### Close-up of the layout, run 1

Scale bar: 5 um. Window x 27 to 47, y 42 to 62 um. Cells in gray, sequential cells in the stronger gray; small squares are vias.
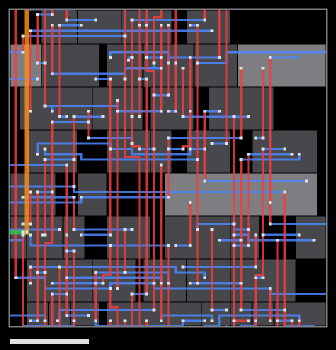
### Ports around the boundary, run 1

Scale bar: 20 um. Pins as bars across the die edge, other pins in gray.
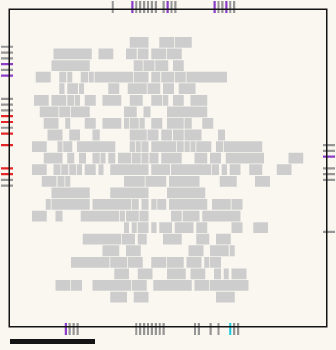
### Routed metal per tile, run 1

15 x 15 tiles, from white (low) to dark blue (high), scaled to the fullest tile. Values are wire area over tile area, all layers added.
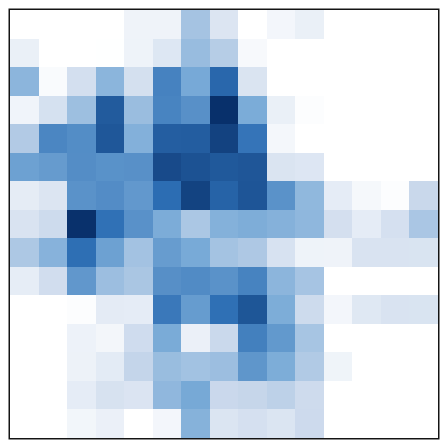
### Clock wiring as the flow saved it, run 1

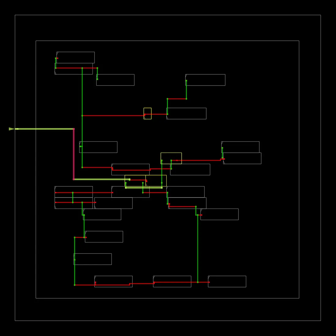
## config.mk

```make
export PLATFORM = sky130hd
export DESIGN_NAME = b_ram_ctrl
export DESIGN_NICKNAME = d
export VERILOG_FILES = /design/src/rtl/b_ram_ctrl.sv
export SDC_FILE = /design/constraint.sdc
export NUM_CORES = 1
export LEC_CHECK = 0
export CORE_MARGIN = 5
export CORE_UTILIZATION = 35
export DETAILED_ROUTE_END_ITERATION = 8
export HOLD_SLACK_MARGIN = 0.1
export PLACE_DENSITY = 0.65
export SETUP_SLACK_MARGIN = 0.02
export SKIP_CTS_REPAIR_TIMING = 1
export SYNTH_ARGS = -nofsm -noshare
export SYNTH_HDL_FRONTEND = slang
export SYNTH_SLANG_ARGS = --single-unit
```

## constraint.sdc

```tcl
create_clock -name clk -period 2 [get_ports clk]
set_input_delay 0.4 -clock clk [delete_from_list [all_inputs] [get_ports clk]]
set_output_delay 0.4 -clock clk [all_outputs]
set_load 0.005 [all_outputs]
```

## src/rtl/b_ram_ctrl.sv

```systemverilog
// Load/compute sequencer for the dual-bank B_RAM: fills bank A (matrix) then bank B (vector)
// from one stream, then walks every (row, col) pair into the MAC with 1-cycle read latency.
//
// state   | meaning
// --------+-----------------------------------------------------------
// IDLE    | waiting for start; no RAM access
// LOAD_A  | streaming matrix words into bank A, row-major
// LOAD_B  | streaming vector words into bank B; final word must carry s_last
// COMPUTE | issuing paired reads whenever the output slot is free
// DRAIN   | last pair presented, waiting for the MAC to take it
// DONE    | one-cycle completion pulse
module b_ram_ctrl #(
  parameter int width        = 8,
  parameter int depth_bits_a = 6,
  parameter int depth_bits_b = 3
) (
  input  logic                                 clk,
  input  logic                                 aresetn,
  input  logic                                 start,
  input  logic [width-1:0]                     s_data,
  input  logic                                 s_valid,
  input  logic                                 s_last,
  output logic                                 s_ready,
  output logic                                 write_ena,
  output logic                                 write_enb,
  output logic [depth_bits_a-1:0]              write_addra,
  output logic [depth_bits_b-1:0]              write_addrb,
  output logic [width-1:0]                     write_dia,
  output logic [width-1:0]                     write_dib,
  output logic                                 read_ena,
  output logic                                 read_enb,
  output logic [depth_bits_a-1:0]              read_addra,
  output logic [depth_bits_b-1:0]              read_addrb,
  output logic                                 mac_valid,
  input  logic                                 mac_ready,
  output logic                                 mac_first,
  output logic                                 mac_last,
  output logic [depth_bits_a-depth_bits_b-1:0] mac_row,
  output logic                                 busy,
  output logic                                 done,
  output logic                                 err
);

  // ROWS*COLS-1 and COLS-1 are both all-ones in their counter widths
  localparam logic [depth_bits_a-1:0] LAST_WORD = '1;
  localparam logic [depth_bits_b-1:0] LAST_COL  = '1;

  typedef enum logic [2:0] {
    IDLE, LOAD_A, LOAD_B, COMPUTE, DRAIN, DONE
  } state_t;

  state_t                  state;
  logic [depth_bits_a-1:0] wr_cnt;
  logic [depth_bits_a-1:0] rd_cnt;
  logic                    issue;

  assign s_ready     = (state == LOAD_A) || (state == LOAD_B);
  assign write_ena   = (state == LOAD_A) && s_valid;
  assign write_enb   = (state == LOAD_B) && s_valid;
  assign write_addra = wr_cnt;
  assign write_addrb = wr_cnt[depth_bits_b-1:0];
  assign write_dia   = s_data;
  assign write_dib   = s_data;

  // A new read may only land when the output slot is empty or being consumed
  assign issue       = (state == COMPUTE) && (!mac_valid || mac_ready);
  assign read_ena    = issue;
  assign read_enb    = issue;
  assign read_addra  = rd_cnt;
  assign read_addrb  = rd_cnt[depth_bits_b-1:0];
  assign busy        = (state != IDLE);

  always_ff @(posedge clk or negedge aresetn) begin
    if (!aresetn) begin
      state     <= IDLE;
      wr_cnt    <= '0;
      rd_cnt    <= '0;
      mac_valid <= 1'b0;
      mac_first <= 1'b0;
      mac_last  <= 1'b0;
      mac_row   <= '0;
      done      <= 1'b0;
      err       <= 1'b0;
    end else begin
      done <= 1'b0;
      case (state)
        IDLE: begin
          if (start) begin
            state  <= LOAD_A;
            wr_cnt <= '0;
            rd_cnt <= '0;
            err    <= 1'b0;
          end
        end
        LOAD_A: begin
          if (s_valid) begin
            wr_cnt <= wr_cnt + 1'b1;
            if (s_last) begin
              err   <= 1'b1;
              state <= IDLE;
            end else if (wr_cnt == LAST_WORD) begin
              state <= LOAD_B;
            end
          end
        end
        LOAD_B: begin
          if (s_valid) begin
            wr_cnt <= wr_cnt + 1'b1;
            if (wr_cnt[depth_bits_b-1:0] == LAST_COL) begin
              if (s_last) begin
                state <= COMPUTE;
              end else begin
                err   <= 1'b1;
                state <= IDLE;
              end
            end else if (s_last) begin
              err   <= 1'b1;
              state <= IDLE;
            end
          end
        end
        COMPUTE: begin
          if (issue) begin
            rd_cnt    <= rd_cnt + 1'b1;
            mac_valid <= 1'b1;
            mac_first <= (rd_cnt[depth_bits_b-1:0] == '0);
            mac_last  <= (rd_cnt[depth_bits_b-1:0] == LAST_COL);
            mac_row   <= rd_cnt[depth_bits_a-1:depth_bits_b];
            if (rd_cnt == LAST_WORD) state <= DRAIN;
          end
        end
        DRAIN: begin
          if (!mac_valid || mac_ready) begin
            mac_valid <= 1'b0;
            done      <= 1'b1;
            state     <= DONE;
          end
        end
        DONE: begin
          state <= IDLE;
        end
        default: begin
          state <= IDLE;
        end
      endcase
    end
  end

endmodule

```

==> flow_summary.json, run 1 <==
{
  "area_leaders": "dfrtp_1 40%, buf_4 12%, ha_1 5.2%, mux2_2 4.7%, nand2_1 3.6%",
  "critical_path.top_delay_family": "adder cells",
  "dpl.cell_count": 222,
  "drive_above_1_share_pct": 28.0,
  "cp_common_cell": "ha_1",
  "setup_viol": 0,
  "r2r-start": "write_addra[1]$_DFFE_PN0P_",
  "cpPeakStageDelay_ns": 0.38,
  "muxShareOfSynthArea_pct": 6.15,
  "path_max_fanout": 3,
  "ff2ff_path_depth": 7,
  "p_int_mw": 1.52,
  "gr-total-overflow": 0,
  "powerClk_uw": 289,
  "warnings": 28,
  "clkPwrFrac_pct": 12.1,
  "p_comb_share_pct": 58.6,
  "yosysWarnings": 0,
  "syn_to_final_growth_pct": 35.9,
  "h-tree-depth": 1,
  "worstSetupEndpointType": "register",
  "place_hpwl_mm": 2.35,
  "synth_area_sq_um": 1450,
  "largest_class": "combinational gates",
  "r2r_end": "state[1]$_DFFE_PN0P_",
  "ys_dominant_reg_cell": "dfrtp_1",
  "p_sw_share_pct": 36.4,
  "dr_wl_met3_um": 122,
  "netlist_top_cells_count": "23 x buf_4, 23 x dfrtp_1, 14 x nand2_1",
  "top_logic_kind": "simple AND/OR/NAND/NOR gates",
  "fmax_ghz": 0.526,
  "final_hold_viol_count": 0,
  "aoi_share_pct": 11.9,
  "peakVddDrop_uv": 666,
  "grt_pass1_vias": 1201,
  "grt_start_max_net_pins": 24,
  "combGateArea_sq_um": 664,
  "use_met2_pct": 21.4,
  "drt_iter0_markers": 27,
  "comb_area_share_pct": 33.8,
  "path_clk_slew_ns": 0.08,
  "core-area_sq_um": 4000,
  "seq_share_pct": 29.5,
  "buffer_area_share_pct": 30.2,
  "dr_wl_met2_mm": 1.64,
  "n_fill_cell": 368,
  "tapCellCount": 50,
  "num_rows": 23,
  "simple_gate_share_pct": 19.1,
  "path_cells": "ha_1 -> ha_1 -> nor2_1 -> o21ai_0 -> o32ai_2 -> nor3_2 -> mux2_2",
  "ys_cells": 149,
  "non_clock_buffer_count": 64,
  "drc": 0,
  "ctsRootBufferMaster": "clkbuf_8",
  "netlist_instances": 149,
  "layout.nets": 210,
  "wl_met1_mm": 1.53,
  "seq_power_share_pct": 29.3,
  "grt_pass1_wl_mm": 5.53,
  "gr-usage-met1_pct": 16.0,
  "yosysTopAreaCellShare_pct": 39.8,
  "seqCellArea_sq_um": 579,
  "setup_ws_ns": 0.100,
  "fp_util_pct": 36.1,
  "cts.path.max_buffers": 2,
  "layout_top_cells": "31 x clkdlybuf4s50_1, 24 x buf_4, 20 x dfrtp_1",
  "slew-limit-headroom_pct": 74.1,
  "cts_num_sinks": 23,
  "pg_comb_mw": 1.40,
  "cp-startpoint": "write_addra[1]$_DFFE_PN0P_",
  "cp-endpoint": "state[1]$_DFFE_PN0P_",
  "synthXorXnorAreaFrac_pct": 2.42,
  "leakage_nw": 0.987,
  "ios": 62,
  "hold_slack_ns": 0.485,
  "fin_cells": 239,
  "cts_tree": "done",
  "worstSetupStartpointType": "register",
  "synthesis.nets": 169,
  "required_ns": 2.15,
  "hp-class": "primary input to asynchronous set/reset pin",
  "synthArstFlopShare_pct": 100,
  "diodes": 0,
  "layout_top_cell": "clkdlybuf4s50_1",
  "edf_count": 0,
  "chipArea_sq_um": 5510,
  "run_status": "completed",
  "crit_buf_inv": 0,
  "antenna_found_initial": 0,
  "ys_seq_share_pct": 39.8,
  "first_pass_iters": 4
}
-- 'Close-up of the layout' (at the start) --
| layer | color |
|---|---|
| M1 | blue |
| M4 | orange |
| M2 | red |
| M3 | green |
netlist names of flops here include: `state` (2)
most frequent: buf_4 (9), nor2_1 (3), nand2_1 (3)
cells with their middle in the window: 41
sequential cells in the window: 2

-- 'Ports around the boundary' (at the start) --
| port | color | pins | direction | edge |
|---|---|---|---|---|
| `read_enb` | cyan | 1 | output | south |
| `s_data` | purple | 8 | input | 4 north, 2 west, 1 east, 1 south |
| `write_addra` | red | 6 | output | west |
all pins by edge: 19 south, 18 west, 18 north, 7 east
Die H: 74.3 um
die span in x: 74.3 um
IO buf count: 37

-- 'Routed metal per tile' (at the start) --
densest ninth of the die: center
mean over tiles: 0.093
nearly empty tiles: 31%
fullest tile: 0.35
DR vias: 1,143
wire per inst: 13.9 um
Tot GR Track Use: 12.6%
routed wire length: 3.32 mm

-- 'Clock wiring as the flow saved it' (at the start) --
Final Skew: 0.00396 ns
number of clock buffers in the layout: 3
Flops: 23
Num CTS Buffers: 3

--- run 2 (diff from run 1) ---
Settings changed: CORE_MARGIN 5 to 2, MAX_ROUTING_LAYER set to met4, SLEW_MARGIN set to 20.
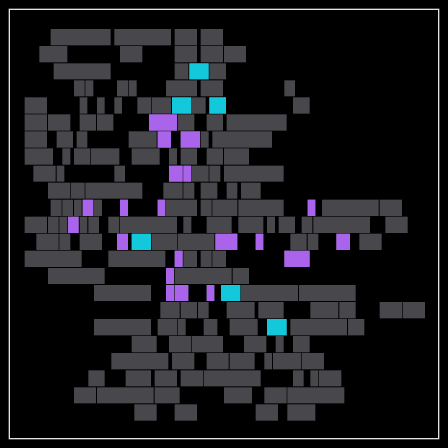
*Gate families picked out, run 2*
| family | color | cells | most used |
|---|---|---|---|
| non-inverting ao/oa cells | cyan | 6 | a22o_1 |
| nor cells | purple | 20 | nor2_1 |
Commonest Layout Cell: clkdlybuf4s50_1
Comb/total area: 34.8%
Final Non-Filler Cells: 230

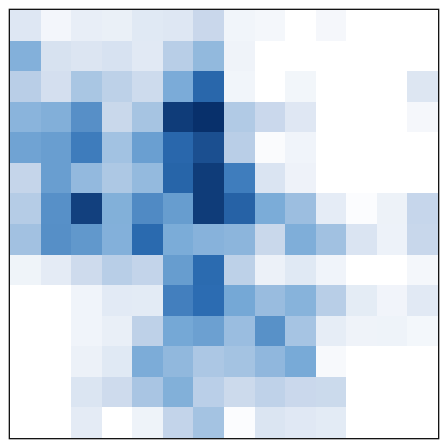
*Routed metal per tile, run 2*
14 x 14 tiles, from white (low) to dark blue (high), scaled to the fullest tile. Values are wire area over tile area, all layers added.
wire per inst: 13.8 um
Tot GR Track Use: 15.0%

==> flow_summary.json, run 2 <==
{
  "antenna_found_initial": 0,
  "aoi_share_pct": 11.9,
  "seq_power_share_pct": 32.2,
  "yosysTopAreaCellShare_pct": 39.8,
  "first_pass_iters": 4,
  "simple_gate_share_pct": 19.1,
  "seq_share_pct": 30.7,
  "pg_comb_mw": 1.23,
  "crit_buf_inv": 1,
  "skew_ns": 0.00210,
  "cp-startpoint": "state[2]$_DFFE_PN0P_",
  "largest_class": "combinational gates",
  "synthesis.nets": 169,
  "setup_viol": 2,
  "tapCellCount": 50,
  "slew-limit-headroom_pct": 72.3,
  "run_status": "finished with violations",
  "dr_wl_met3_um": 123,
  "largestPowerGroup": "combinational logic",
  "edf_count": 0,
  "cts.path.max_buffers": 2,
  "h-tree-depth": 1,
  "ys_cells": 149,
  "grt_pass1_wl_mm": 5.05,
  "grt_start_max_net_pins": 24,
  "muxShareOfSynthArea_pct": 6.15,
  "cp-endpoint": "write_ena",
  "die-height_um": 68.3,
  "finalWirelength_mm": 3.18,
  "fmax_ghz": 0.497,
  "non_clock_buffer_count": 55,
  "path_cells": "nor2_2 -> and3_1 -> clkdlybuf4s50_1",
  "r2r_end": "state[1]$_DFFE_PN0P_",
  "path_max_fanout": 6,
  "diodes": 0,
  "fp_util_pct": 36.1,
  "die_w_um": 68.3,
  "p_int_mw": 1.43,
  "clock_buffers": 3,
  "gr-total-overflow": 0,
  "hp-class": "primary input to asynchronous set/reset pin",
  "synth.distinct_cells": 41,
  "setup_ws_ns": -0.0124,
  "io_buffers": 37,
  "drive_above_1_share_pct": 23.9,
  "required_ns": 1.60,
  "cpPeakStageDelay_ns": 0.49,
  "p_comb_share_pct": 54.2,
  "chipArea_sq_um": 4660,
  "critical_path.top_delay_family": "buffers and inverters",
  "seqCellArea_sq_um": 581,
  "top_logic_kind": "simple AND/OR/NAND/NOR gates",
  "place_hpwl_mm": 2.25,
  "synthXorXnorAreaFrac_pct": 2.42,
  "buffer_area_share_pct": 27.6,
  "powerClk_uw": 307,
  "synth_area_sq_um": 1450,
  "path_clk_slew_ns": 0.09,
  "ff_count": 23,
  "drc": 0,
  "dpl.cell_count": 221,
  "worstSetupEndpointType": "output pin",
  "cts_buffers": 3,
  "hold_slack_ns": 0.471,
  "num_rows": 23,
  "core-area_sq_um": 4000,
  "layout_top_cells": "33 x clkdlybuf4s50_1, 19 x dfrtp_1, 15 x buf_4",
  "leakage_nw": 0.900,
  "layout.nets": 201,
  "warnings": 29,
  "netlist_instances": 149,
  "synthArstFlopShare_pct": 100,
  "syn_to_final_growth_pct": 30.6,
  "cts_num_sinks": 23,
  "yosysWarnings": 0,
  "r2r-start": "state[0]$_DFFE_PN0P_",
  "n_fill_cell": 360,
  "failed_checks": "setup timing",
  "area_leaders": "dfrtp_1 40%, buf_4 12%, ha_1 5.2%, mux2_2 4.7%, nand2_1 3.6%",
  "ff2ff_path_depth": 6,
  "drt_iter0_markers": 30,
  "use_met2_pct": 25.2,
  "combGateArea_sq_um": 657,
  "ys_seq_share_pct": 39.8,
  "gr-usage-met1_pct": 17.4,
  "ys_dominant_reg_cell": "dfrtp_1",
  "final_hold_viol_count": 0,
  "p_sw_share_pct": 37.1,
  "clkPwrFrac_pct": 13.5,
  "vias": 1135,
  "netlist_top_cells_count": "23 x buf_4, 23 x dfrtp_1, 14 x nand2_1"
}
